<file path="config.mk">
export PLATFORM = sky130hd
export DESIGN_NAME = execute_unit_pipe
export DESIGN_NICKNAME = d
export VERILOG_FILES = /design/src/rtl/execute_unit_pipe.sv
export SDC_FILE = /design/constraint.sdc
export NUM_CORES = 1
export LEC_CHECK = 0
export CAP_MARGIN = 0
export CORE_MARGIN = 2
export CORE_UTILIZATION = 45
export CTS_BUF_LIST = sky130_fd_sc_hd__clkbuf_4
export CTS_CLUSTER_DIAMETER = 150
export CTS_CLUSTER_SIZE = 10
export DETAILED_ROUTE_END_ITERATION = 10
export MAX_ROUTING_LAYER = met4
export PLACE_DENSITY_LB_ADDON = 0.08
export SYNTH_ARGS = -nofsm -noshare
export SYNTH_HDL_FRONTEND = slang
export SYNTH_SLANG_ARGS = --single-unit
</file>
<file path="constraint.sdc">
create_clock -name clk -period 2.8 [get_ports clk]
set_input_delay 0.42 -clock clk [delete_from_list [all_inputs] [get_ports clk]]
set_output_delay 0.42 -clock clk [all_outputs]
set_load 0.02 [all_outputs]
</file>
<file path="src/rtl/execute_unit_pipe.sv">
`default_nettype none
// ============================================================================
// Module   : execute_unit_pipe
// Purpose  : Registered execute stage between decode and memory.
//            - Operand select: op1 = sel1 ? data1 : data2.
//              op2 = sel_imm ? imm : (sel2 ? data2 : 1).
//            - Single-cycle ALU ops: PASS, ADD, SUB, AND, OR, NOT, SHL, SHR.
//            - Iterative shift-add multiplier, one step per cycle.
//            - Valid/ready handshake on both the input and the output side.
//            - Z/N/C/V flag register with selective update, and a
//              synchronous flush.
// Ports    : clk, rst (async, active-low), flush
//            in_valid/in_ready, sel1, sel2, sel_imm, alu_op, flag_en,
//            data1_val, data2_val, imm_val      -- upstream op
//            out_valid/out_ready, alu_out, flags -- downstream result
// Revision : 1.0  initial release
// ============================================================================
module execute_unit_pipe #(
  parameter int WIDTH = 16,
  parameter int SHW   = $clog2(WIDTH)
) (
  input  logic             clk,
  input  logic             rst,
  input  logic             flush,
  input  logic             in_valid,
  output logic             in_ready,
  input  logic             sel1,
  input  logic             sel2,
  input  logic             sel_imm,
  input  logic [3:0]       alu_op,
  input  logic             flag_en,
  input  logic [WIDTH-1:0] data1_val,
  input  logic [WIDTH-1:0] data2_val,
  input  logic [WIDTH-1:0] imm_val,
  output logic             out_valid,
  input  logic             out_ready,
  output logic [WIDTH-1:0] alu_out,
  output logic [3:0]       flags
);

  localparam logic [3:0] C_OP_PASS = 4'd0;
  localparam logic [3:0] C_OP_ADD  = 4'd1;
  localparam logic [3:0] C_OP_SUB  = 4'd2;
  localparam logic [3:0] C_OP_AND  = 4'd3;
  localparam logic [3:0] C_OP_OR   = 4'd4;
  localparam logic [3:0] C_OP_NOT  = 4'd5;
  localparam logic [3:0] C_OP_SHL  = 4'd6;
  localparam logic [3:0] C_OP_SHR  = 4'd7;
  localparam logic [3:0] C_OP_MUL  = 4'd8;

  localparam logic [SHW-1:0] C_CNT_LAST = SHW'(WIDTH - 1);

  typedef enum logic [0:0] {
    S_IDLE = 1'b0,
    S_BUSY = 1'b1
  } state_t;

  // State and datapath registers
  state_t             state_q,     state_d;
  logic               out_valid_q, out_valid_d;
  logic [WIDTH-1:0]   alu_out_q,   alu_out_d;
  logic [3:0]         flags_q,     flags_d;
  logic [SHW-1:0]     cnt_q,       cnt_d;
  logic [WIDTH-1:0]   mcand_q,     mcand_d;
  logic [WIDTH-1:0]   mplier_q,    mplier_d;
  logic [WIDTH-1:0]   acc_q,       acc_d;
  logic               flag_en_q,   flag_en_d;

  // Combinational signals
  logic [WIDTH-1:0]   w_op1;
  logic [WIDTH-1:0]   w_op2b;
  logic [WIDTH-1:0]   w_op2;
  logic [SHW-1:0]     w_sh;
  logic [WIDTH:0]     w_sum;
  logic [WIDTH-1:0]   w_diff;
  logic [WIDTH:0]     w_shl_ext;
  logic [WIDTH-1:0]   w_res;
  logic               w_c;
  logic               w_v;
  logic [3:0]         w_flags;
  logic [WIDTH-1:0]   w_acc_step;
  logic [3:0]         w_mul_flags;
  logic               w_accept;
  logic               w_consume;

  assign in_ready  = rst && (state_q == S_IDLE) && (!out_valid_q || out_ready);
  // Flush wins over an accept on the same edge.
  assign w_accept  = in_valid && in_ready && !flush;
  assign w_consume = out_valid_q && out_ready;

  assign out_valid = out_valid_q;
  assign alu_out   = alu_out_q;
  assign flags     = flags_q;

  // Operand select and single-cycle ALU with flag generation
  always_comb begin
    w_op1     = sel1 ? data1_val : data2_val;
    w_op2b    = sel2 ? data2_val : WIDTH'(1);
    w_op2     = sel_imm ? imm_val : w_op2b;
    w_sh      = w_op2[SHW-1:0];
    w_sum     = {1'b0, w_op1} + {1'b0, w_op2};
    w_diff    = w_op1 - w_op2;
    // One extra bit on top catches the last bit shifted out (0 for shift 0).
    w_shl_ext = {1'b0, w_op1} << w_sh;
    w_res     = w_op1;
    w_c       = 1'b0;
    w_v       = 1'b0;
    case (alu_op)
      C_OP_ADD: begin
        w_res = w_sum[WIDTH-1:0];
        w_c   = w_sum[WIDTH];
        w_v   = (w_op1[WIDTH-1] == w_op2[WIDTH-1]) &&
                (w_res[WIDTH-1] != w_op1[WIDTH-1]);
      end
      C_OP_SUB: begin
        w_res = w_diff;
        w_c   = (w_op1 < w_op2);
        w_v   = (w_op1[WIDTH-1] != w_op2[WIDTH-1]) &&
                (w_diff[WIDTH-1] != w_op1[WIDTH-1]);
      end
      C_OP_AND:  w_res = w_op1 & w_op2;
      C_OP_OR:   w_res = w_op1 | w_op2;
      C_OP_NOT:  w_res = ~w_op1;
      C_OP_SHL: begin
        w_res = w_shl_ext[WIDTH-1:0];
        w_c   = w_shl_ext[WIDTH];
      end
      C_OP_SHR:  w_res = w_op1 >> w_sh;
      C_OP_PASS: w_res = w_op1;
      default:   w_res = w_op1;
    endcase
    w_flags = {w_v, w_c, w_res[WIDTH-1], (w_res == '0)};
  end

  // One shift-add multiplier step
  always_comb begin
    w_acc_step  = mplier_q[0] ? (acc_q + mcand_q) : acc_q;
    w_mul_flags = {1'b0, 1'b0, w_acc_step[WIDTH-1], (w_acc_step == '0)};
  end

  // Next-state logic
  always_comb begin
    state_d     = state_q;
    out_valid_d = out_valid_q;
    alu_out_d   = alu_out_q;
    flags_d     = flags_q;
    cnt_d       = cnt_q;
    mcand_d     = mcand_q;
    mplier_d    = mplier_q;
    acc_d       = acc_q;
    flag_en_d   = flag_en_q;

    if (flush) begin
      state_d     = S_IDLE;
      out_valid_d = 1'b0;
    end else if (w_accept) begin
      if (alu_op == C_OP_MUL) begin
        state_d     = S_BUSY;
        mcand_d     = w_op1;
        mplier_d    = w_op2;
        acc_d       = '0;
        cnt_d       = '0;
        flag_en_d   = flag_en;
        // Either nothing was pending or the old result leaves this edge.
        out_valid_d = 1'b0;
      end else begin
        alu_out_d   = w_res;
        out_valid_d = 1'b1;
        if (flag_en) begin
          flags_d = w_flags;
        end
      end
    end else if (state_q == S_BUSY) begin
      acc_d    = w_acc_step;
      mcand_d  = mcand_q << 1;
      mplier_d = mplier_q >> 1;
      cnt_d    = cnt_q + 1'b1;
      if (cnt_q == C_CNT_LAST) begin
        state_d     = S_IDLE;
        alu_out_d   = w_acc_step;
        out_valid_d = 1'b1;
        cnt_d       = '0;
        if (flag_en_q) begin
          flags_d = w_mul_flags;
        end
      end
    end else if (w_consume) begin
      out_valid_d = 1'b0;
    end
  end

  always_ff @(posedge clk or negedge rst) begin
    if (!rst) begin
      state_q     <= S_IDLE;
      out_valid_q <= 1'b0;
      alu_out_q   <= '0;
      flags_q     <= 4'b0000;
      cnt_q       <= '0;
      mcand_q     <= '0;
      mplier_q    <= '0;
      acc_q       <= '0;
      flag_en_q   <= 1'b0;
    end else begin
      state_q     <= state_d;
      out_valid_q <= out_valid_d;
      alu_out_q   <= alu_out_d;
      flags_q     <= flags_d;
      cnt_q       <= cnt_d;
      mcand_q     <= mcand_d;
      mplier_q    <= mplier_d;
      acc_q       <= acc_d;
      flag_en_q   <= flag_en_d;
    end
  end

endmodule
`default_nettype wire

</file>
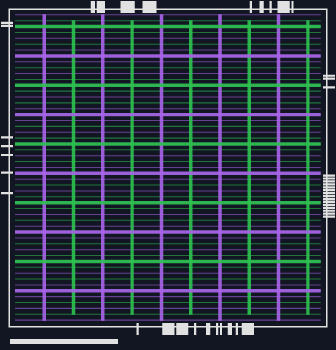
Figure 1: floorplan with the power grid.
Bar = 50 µm. Pins as bars on the die edge.
| net | color |
|---|---|
| VDD | green |
| VSS | purple |
rows: 52
met4 straps: 10
met1 rails: 53
signal pins: 83
die height: 146 µm
Peak VDD IR: 0.000424 V
Die X: 146 µm

==> out/results.ini <==
[status]
status=complete, but fails checks
violations=negative setup slack

[clock_network]
cts_hold_buf=0
cts.path.max_buffers=2
h-tree-depth=3
clkLatencyLatePin_ns=0.44
root_buffer=clkbuf_4
cts_buffers=9
post_cts_buffers=28
cts_tree=yes
clkTransAtPathRegs_ns=0.13

[route]
top_layer=met4
viasPerCell=6.20
first_pass_iters=5
postRouteAntennaNets=0
wl_um=44500
routedWlPerCell_um=23.6
drc=0
wl_met2_um=20000
drt-met1-wl_um=17400
wl_met3_um=3830
drt_iter0_drc=978

[final_layout]
seq_cells=75
mostFrequentLayoutCell=buf_4
seq_area_share_pct=13.4
final_cell_mix=buf_4, nand2_1, o21ai_0, nor2_1
comb_cells=990
num_antenna_cells=1
postLayoutCoreUtil_pct=70.0
largest_class=logic gates
comb_share_pct=53.2
logic_area_um2=7470
fillCellCount=1602
syn2layout_area_growth_pct=53.8
clock_buffers=9
final_net_count=1741
stdcell_area_um2=14000
n_all_inverters=54
buffers=479

[global_routing]
grt_pass1_vias=11400
grt_use_met1_pct=51.3
antenna_found_initial=1
track_usage_pct=41.2
grt_pass1_wl_um=66200
grt.overflow.total=0
use_met3_pct=5.69
grtUsageMet2_pct=64.2
grt-busiest-layer=met2

[power_and_ir_drop]
comb_power_w=0.00293
p_switching_w=0.00209
p_leak_nw=6.32
power.density_nw_per_um2=360
finalPower_w=0.00505
maxPowerGroup=combinational logic
pwr-share-comb_pct=57.9
p_clk_share_pct=15.9
p_int_w=0.00296
pg_seq_w=0.00132
power_clock_w=0.000802

[final_timing]
tightest_slew_ns=0.969
tns_ns=-4.16
fin_ws_ns=-0.406
fin_crit_ns=3.21
min_period_over_period_pct=114
max_freq_mhz=312
setup_viol=15
slew_headroom_pct=35.4

[worst_setup_path]
cp_cell_sequence=buf_12 -> buf_12 -> buf_12 -> a22oi_2 -> inv_2 -> ha_4 -> a21o_1 -> or3_4 -> o211ai_4 -> a2111oi_4 -> nor3_2 -> xor2_1 -> o2111ai_2 -> a211oi_2 -> a21oi_2 -> mux2_4
critical_path_depth=16
r2r_slack_ns=-0.22
crit_type=in2reg
cp-startpoint=sel_imm
slowest_stage=or3_4
rr_endpoint=flags[0]
cp.buffers_inverters=4
required_ns=3.12
crit_end=flags[1]
crit_family=AND-OR/OR-AND gates
r2r_start=mcand_q[0]
crit_arrival_ns=3.53
crit_path_max_fanout=8
critPathMaxStageDelay_ns=0.36
crit_top_cell=buf_12
rr_worst_depth=12
cp-end-kind=flip-flop
critPathLaunchType=primary input

[synth]
dominantRegCellSynth=dfrtp_1
top_logic_kind=AND-OR/OR-AND gates
ys_cells=1199
synth_seq_share_pct=20.6
synthXorXnorAreaFrac_pct=1.63
fp_nets=1331
postSynth.asyncResetShare_pct=100
ys_sh_aoi_pct=31.3
ys_sh_mux_pct=6.51
ys_sh_simple_pct=23.3
synth_area_um2=9120
edf_count=0
synth_cells=1199
yosys-stat-area_um2=9120
yosysWarnings=0

[run]
warnings=65
drv_cap=0

[placement]
dp.cells=1831
place.gp.congestion=1.12
place_hpwl_um=34400
placed_cell_area_um2=12800
io_buffers=82
place_ws_ns=-1.41

[floorplan]
ios=83
tap_cells=270
dieArea_um2=21400
coreArea_um2=20000
rows=52

[min_path]
hold_class=in2async

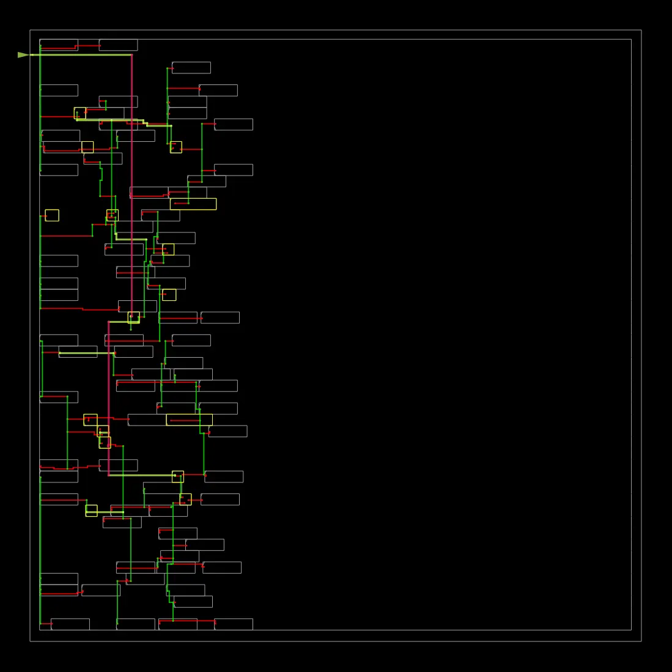
Figure 2: the clock network.
Worst Clk Skew: 0.0180 ns
CTS Sinks: 75

-- Yosys cell counts, types with 9 or more instances --
master	n	share of area [%]
xnor2_1	11	1.1
nor3_1	32	1.8
o211ai_1	14	1.2
inv_1	49	2.0
a21oi_1	86	4.7
ha_1	68	9.3
mux2i_1	26	2.9
nand3_1	38	2.1
nand2_1	130	5.3
buf_2	25	1.4
clkbuf_1	34	1.4
a21o_1	14	1.2
mux2_2	15	1.9
a211oi_1	25	2.1
dfrtp_1	75	21
and3_1	10	0.69
nor2_1	101	4.2
nor4_1	13	0.89
nor2b_1	10	0.69
a31oi_1	9	0.62
o21ai_0	128	7.0
o32ai_1	9	0.86
a22oi_1	23	1.9
o22ai_1	17	1.2
Power figures rest on the tool's default switching activity, not on a simulated workload.
